### config.mk
export PLATFORM = sky130hd
export DESIGN_NAME = clint_axi_slave_flat
export DESIGN_NICKNAME = d
export VERILOG_FILES = /design/src/rtl/clint_axi_slave_if.sv /design/src/rtl/clint_axi_slave.sv /design/src/flat_wrapper.sv
export SDC_FILE = /design/constraint.sdc
export NUM_CORES = 1
export LEC_CHECK = 0
export CAP_MARGIN = 20
export CORE_UTILIZATION = 62
export DETAILED_ROUTE_END_ITERATION = 8
export PLACE_DENSITY = 0.95
export SLEW_MARGIN = 20
export SYNTH_ARGS = -nofsm -noshare
export SYNTH_HDL_FRONTEND = slang
export SYNTH_SLANG_ARGS = --single-unit
export TNS_END_PERCENT = 5
### constraint.sdc
create_clock -name clock -period 11.4 [get_ports clock]
set_input_delay 2.28 -clock clock [delete_from_list [all_inputs] [get_ports clock]]
set_output_delay 2.28 -clock clock [all_outputs]
set_load 0.03 [all_outputs]
### src/rtl/clint_axi_slave_if.sv
// AXI4 read-address / read-data channel bundle for the CLINT timer slave.
// Latency: none, wires only.
// Backpressure: AR uses arvalid/arready and R uses rvalid/rready, each owned by the modports below.
interface clint_axi_slave_if #(
   parameter int ID_W = 4
);
   logic            arvalid;
   logic            arready;
   logic [31:0]     araddr;
   logic [ID_W-1:0] arid;
   logic [7:0]      arlen;
   logic [2:0]      arsize;
   logic [1:0]      arburst;
   logic            rvalid;
   logic            rready;
   logic [31:0]     rdata;
   logic [1:0]      rresp;
   logic            rlast;
   logic [ID_W-1:0] rid;

   modport slave (
      input  arvalid, araddr, arid, arlen, arsize, arburst, rready,
      output arready, rvalid, rdata, rresp, rlast, rid
   );

   modport master (
      output arvalid, araddr, arid, arlen, arsize, arburst, rready,
      input  arready, rvalid, rdata, rresp, rlast, rid
   );
endinterface

### src/rtl/clint_axi_slave.sv
// CLINT mtime counter served as an AXI4 read-only slave (lo word at BASE_ADDR, hi word at BASE_ADDR+4).
// Latency: first R beat 1 cycle after the AR handshake, then one beat per accepted R handshake.
// Backpressure: R beat registers hold while rready is low; AR is refused until the last beat is taken.
// Optional MTIME_SNAPSHOT_EN: a low-word beat captures the high word so a following hi read is tear-free.
module clint_axi_slave #(
   parameter logic [31:0] BASE_ADDR = 32'h0200_0000,
   parameter int unsigned DIV       = 1,
   parameter int unsigned ID_W      = 4
) (
   input  logic             clock,
   input  logic             reset,
   clint_axi_slave_if.slave bus
);

   localparam int CNT_W = (DIV > 1) ? $clog2(DIV) : 1;
   localparam logic [CNT_W-1:0] CNT_MAX = CNT_W'(DIV - 1);

   localparam logic [1:0] RESP_OKAY   = 2'b00;
   localparam logic [1:0] RESP_DECERR = 2'b11;
   localparam logic [1:0] BURST_FIXED = 2'b00;

   typedef enum logic {
      IDLE = 1'b0,
      BEAT = 1'b1
   } state_t;

   // Latched AR attributes; addr tracks the address of the beat currently in the R registers.
   typedef struct packed {
      logic [31:0] addr;
      logic [7:0]  len;
      logic [2:0]  size;
      logic [1:0]  burst;
   } req_t;

   typedef struct packed {
      logic [31:0] dat;
      logic [1:0]  resp;
   } beat_t;

   state_t          state_q;
   state_t          state_d;

   logic [CNT_W-1:0] pre_q;
   logic             tick;
   logic [63:0]      mtime_q;
   logic [63:0]      mtime_nxt;

   req_t             req_q;
   logic [7:0]       beat_q;
   logic [ID_W-1:0]  rid_q;
   logic [31:0]      rdata_q;
   logic [1:0]       rresp_q;
   logic             rlast_q;

   logic             ar_hs;
   logic             r_hs;
   logic             r_adv;
   logic             load_en;

   logic [31:0]      step_bytes;
   logic [31:0]      adv_addr;
   logic [31:0]      load_addr;
   logic [2:0]       load_size;
   logic [7:0]       load_len;
   logic [7:0]       load_idx;
   logic [31:0]      offset;
   logic [31:0]      hi_word;
   beat_t            beat;

   // ------------------------------------------------------------------
   // mtime and its prescaler
   // ------------------------------------------------------------------
   assign tick      = (pre_q == CNT_MAX);
   assign mtime_nxt = tick ? (mtime_q + 64'd1) : mtime_q;

   // Free-running prescaler and 64-bit timer; wraps silently at all-ones.
   always_ff @(posedge clock) begin
      if (reset) begin
         pre_q   <= '0;
         mtime_q <= '0;
      end else begin
         pre_q   <= tick ? '0 : (pre_q + CNT_W'(1));
         mtime_q <= mtime_nxt;
      end
   end

   // ------------------------------------------------------------------
   // Handshakes
   // ------------------------------------------------------------------
   assign ar_hs   = (state_q == IDLE) && bus.arvalid;
   assign r_hs    = (state_q == BEAT) && bus.rready;
   assign r_adv   = r_hs && !rlast_q;
   assign load_en = ar_hs || r_adv;

   // ------------------------------------------------------------------
   // FSM
   // ------------------------------------------------------------------
   // State register.
   always_ff @(posedge clock) begin
      if (reset) begin
         state_q <= IDLE;
      end else begin
         state_q <= state_d;
      end
   end

   // Next state: enter BEAT on AR, leave once the last beat is accepted.
   always_comb begin
      state_d = state_q;
      case (state_q)
         IDLE:    if (bus.arvalid) state_d = BEAT;
         BEAT:    if (bus.rready && rlast_q) state_d = IDLE;
         default: state_d = IDLE;
      endcase
   end

   // Handshake outputs decoded from state.
   always_comb begin
      bus.arready = (state_q == IDLE);
      bus.rvalid  = (state_q == BEAT);
   end

   // ------------------------------------------------------------------
   // Beat address and load selection
   // ------------------------------------------------------------------
   // Next beat address; WRAP behaves as INCR since the window is only two words.
   always_comb begin
      step_bytes = 32'd1 << req_q.size;
      adv_addr   = (req_q.burst == BURST_FIXED) ? req_q.addr : (req_q.addr + step_bytes);
   end

   // Pick AR fields for the first beat, latched fields for later beats.
   always_comb begin
      load_addr = ar_hs ? bus.araddr : adv_addr;
      load_size = ar_hs ? bus.arsize : req_q.size;
      load_len  = ar_hs ? bus.arlen  : req_q.len;
      load_idx  = ar_hs ? 8'd0       : (beat_q + 8'd1);
   end

   assign offset = load_addr - BASE_ADDR;

`ifdef MTIME_SNAPSHOT_EN
   logic [31:0] hi_shadow_q;
   logic        lo_hit;

   assign lo_hit  = (load_size <= 3'd2) && (offset < 32'd4);
   assign hi_word = hi_shadow_q;

   // Capture the high word in the same sample as every low-word beat.
   always_ff @(posedge clock) begin
      if (reset) begin
         hi_shadow_q <= '0;
      end else if (load_en && lo_hit) begin
         hi_shadow_q <= mtime_nxt[63:32];
      end
   end
`else
   assign hi_word = mtime_nxt[63:32];
`endif

   // Decode one beat: word 0 is mtime lo, word 1 is mtime hi, anything else (or arsize>2) is DECERR.
   always_comb begin
      beat.dat  = 32'd0;
      beat.resp = RESP_DECERR;
      if (load_size <= 3'd2) begin
         if (offset < 32'd4) begin
            beat.dat  = mtime_nxt[31:0];
            beat.resp = RESP_OKAY;
         end else if (offset < 32'd8) begin
            beat.dat  = hi_word;
            beat.resp = RESP_OKAY;
         end
      end
   end

   // ------------------------------------------------------------------
   // Request latch and R beat registers
   // ------------------------------------------------------------------
   // Latch the request on AR, then advance address/beat and reload R on each non-final R handshake.
   always_ff @(posedge clock) begin
      if (reset) begin
         req_q   <= '0;
         beat_q  <= '0;
         rid_q   <= '0;
         rdata_q <= '0;
         rresp_q <= RESP_OKAY;
         rlast_q <= 1'b0;
      end else begin
         if (ar_hs) begin
            req_q <= '{addr: bus.araddr, len: bus.arlen, size: bus.arsize, burst: bus.arburst};
            rid_q <= bus.arid;
         end else if (r_adv) begin
            req_q.addr <= adv_addr;
         end

         if (load_en) begin
            beat_q  <= load_idx;
            rdata_q <= beat.dat;
            rresp_q <= beat.resp;
            rlast_q <= (load_idx == load_len);
         end else if (r_hs) begin
            rlast_q <= 1'b0;
         end
      end
   end

   assign bus.rdata = rdata_q;
   assign bus.rresp = rresp_q;
   assign bus.rlast = rlast_q;
   assign bus.rid   = rid_q;

endmodule

### src/flat_wrapper.sv
// flat-port wrapper written by rule: the top's interface ports become plain ports
module clint_axi_slave_flat 
#(
   parameter logic [31:0] BASE_ADDR = 32'h0200_0000,
   parameter int unsigned DIV       = 1,
   parameter int unsigned ID_W      = 4
)
  (clock, reset, bus_arvalid, bus_araddr, bus_arid, bus_arlen, bus_arsize, bus_arburst, bus_rready, bus_arready, bus_rvalid, bus_rdata, bus_rresp, bus_rlast, bus_rid);
  clint_axi_slave_if #(.ID_W(ID_W)) bus_i ();
  input  logic clock;
  input  logic reset;
  input wire logic [$bits(bus_i.arvalid)-1:0] bus_arvalid;
  input wire logic [$bits(bus_i.araddr)-1:0] bus_araddr;
  input wire logic [$bits(bus_i.arid)-1:0] bus_arid;
  input wire logic [$bits(bus_i.arlen)-1:0] bus_arlen;
  input wire logic [$bits(bus_i.arsize)-1:0] bus_arsize;
  input wire logic [$bits(bus_i.arburst)-1:0] bus_arburst;
  input wire logic [$bits(bus_i.rready)-1:0] bus_rready;
  output wire logic [$bits(bus_i.arready)-1:0] bus_arready;
  output wire logic [$bits(bus_i.rvalid)-1:0] bus_rvalid;
  output wire logic [$bits(bus_i.rdata)-1:0] bus_rdata;
  output wire logic [$bits(bus_i.rresp)-1:0] bus_rresp;
  output wire logic [$bits(bus_i.rlast)-1:0] bus_rlast;
  output wire logic [$bits(bus_i.rid)-1:0] bus_rid;
  assign bus_i.arvalid = bus_arvalid;
  assign bus_i.araddr = bus_araddr;
  assign bus_i.arid = bus_arid;
  assign bus_i.arlen = bus_arlen;
  assign bus_i.arsize = bus_arsize;
  assign bus_i.arburst = bus_arburst;
  assign bus_i.rready = bus_rready;
  assign bus_arready = bus_i.arready;
  assign bus_rvalid = bus_i.rvalid;
  assign bus_rdata = bus_i.rdata;
  assign bus_rresp = bus_i.rresp;
  assign bus_rlast = bus_i.rlast;
  assign bus_rid = bus_i.rid;
  clint_axi_slave #(.BASE_ADDR(BASE_ADDR), .DIV(DIV), .ID_W(ID_W)) u_core (.clock(clock), .reset(reset), .bus(bus_i));
endmodule
Register map, names as in the netlist:
(3 px per um) Other sequential cells in the stronger grey, the rest of the logic in the fainter grey.
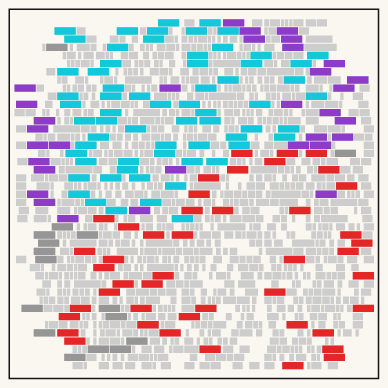
legend:
  `u_core.mtime_q`:
    colour: cyan
    placed_flops: 64
  `u_core.req_q`:
    colour: red
    placed_flops: 45
  `u_core.bus.rdata`:
    colour: purple
    placed_flops: 32
not coloured: 16

Port wiring:
(3 px per um)
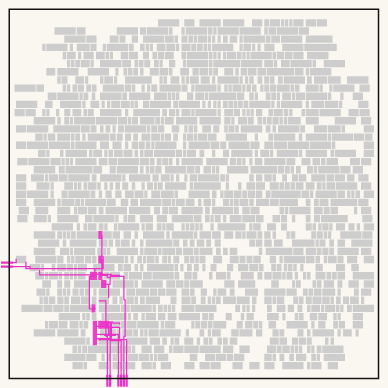
legend:
  `bus_arlen`:
    colour: magenta
    bits: 8
    direction: input
    end_cells: 11
    wire: 297 um
port buffer count: 93
io pins: 94

Cell density map:
(2 px per um) The die is cut into 12 by 12 equal tiles; dark purple is low, yellow is high, 0 to 100% covered.
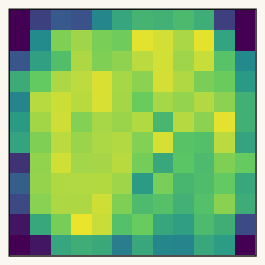
nearly empty tiles: 4.2%
mean over tiles: 69%
fullest tile: 97%
tiles over 75% full: 54%

==> flow_summary.ini <==
; generated from flow reports
[outcome]
status = completed

[critical_path]
reg2reg_from = u_core.req_q[4]
crit_slowest_cell = buf_4
cp.depth = 15

[global_route]
grtUsageMet2_pct = 58.11

[layout]
lay_top_cells = 202 x nand2_1, 157 x dfxtp_1, 142 x nor2_1
largest_register_ffs = 64
comb_cells = 925
clock_cell_area_share_pct = 5.358
num-nonclk-buffers = 101

[timing]
fin_crit_ns = 6.016
finalSetupViolations = 0
slew_headroom_pct = 24.69

[logic_synthesis]
top_cell = nand2_1
synth.distinct_cells = 66
synth-adder-area-share_pct = 1.748
yosysCellCount = 1166
avgSynthCellArea_um2 = 7.734

[detailed_routing]
routed_wl_mm = 26.36

[pwr]
maxPowerGroup = registers
p_per_area_nw_per_um2 = 127.1

[clock_network]
clockBufferDepth = 2
clk_latency_ns = 0.44
clockRootBuffer = clkbuf_16
cts_tree = done
ctsResizeCount = 0

[die]
die_area_um2 = 15030
fp.dieW_um = 122.6

[flow_run]
cap_violations = 0
Gate-type map:
(4 px per um)
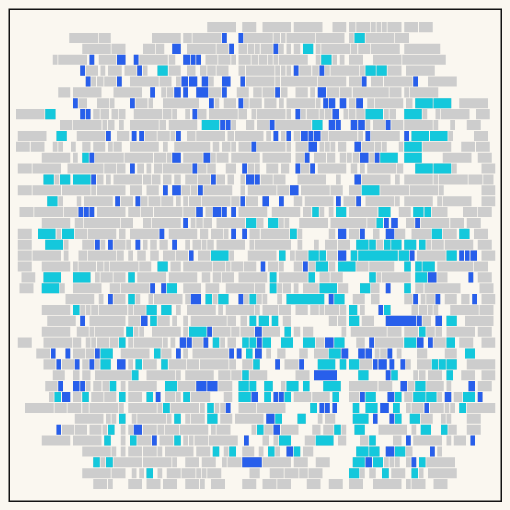
legend:
  inverting AOI/OAI gates:
    colour: cyan
    cells: 191
  NOR gates:
    colour: blue
    cells: 211
    where: spread over the die

Clock wiring as the flow saved it:
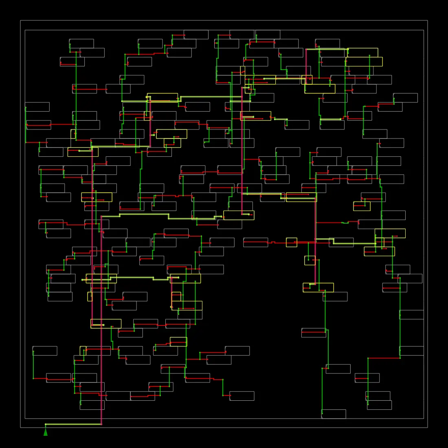
clk_buf instances: 23
Flops: 157

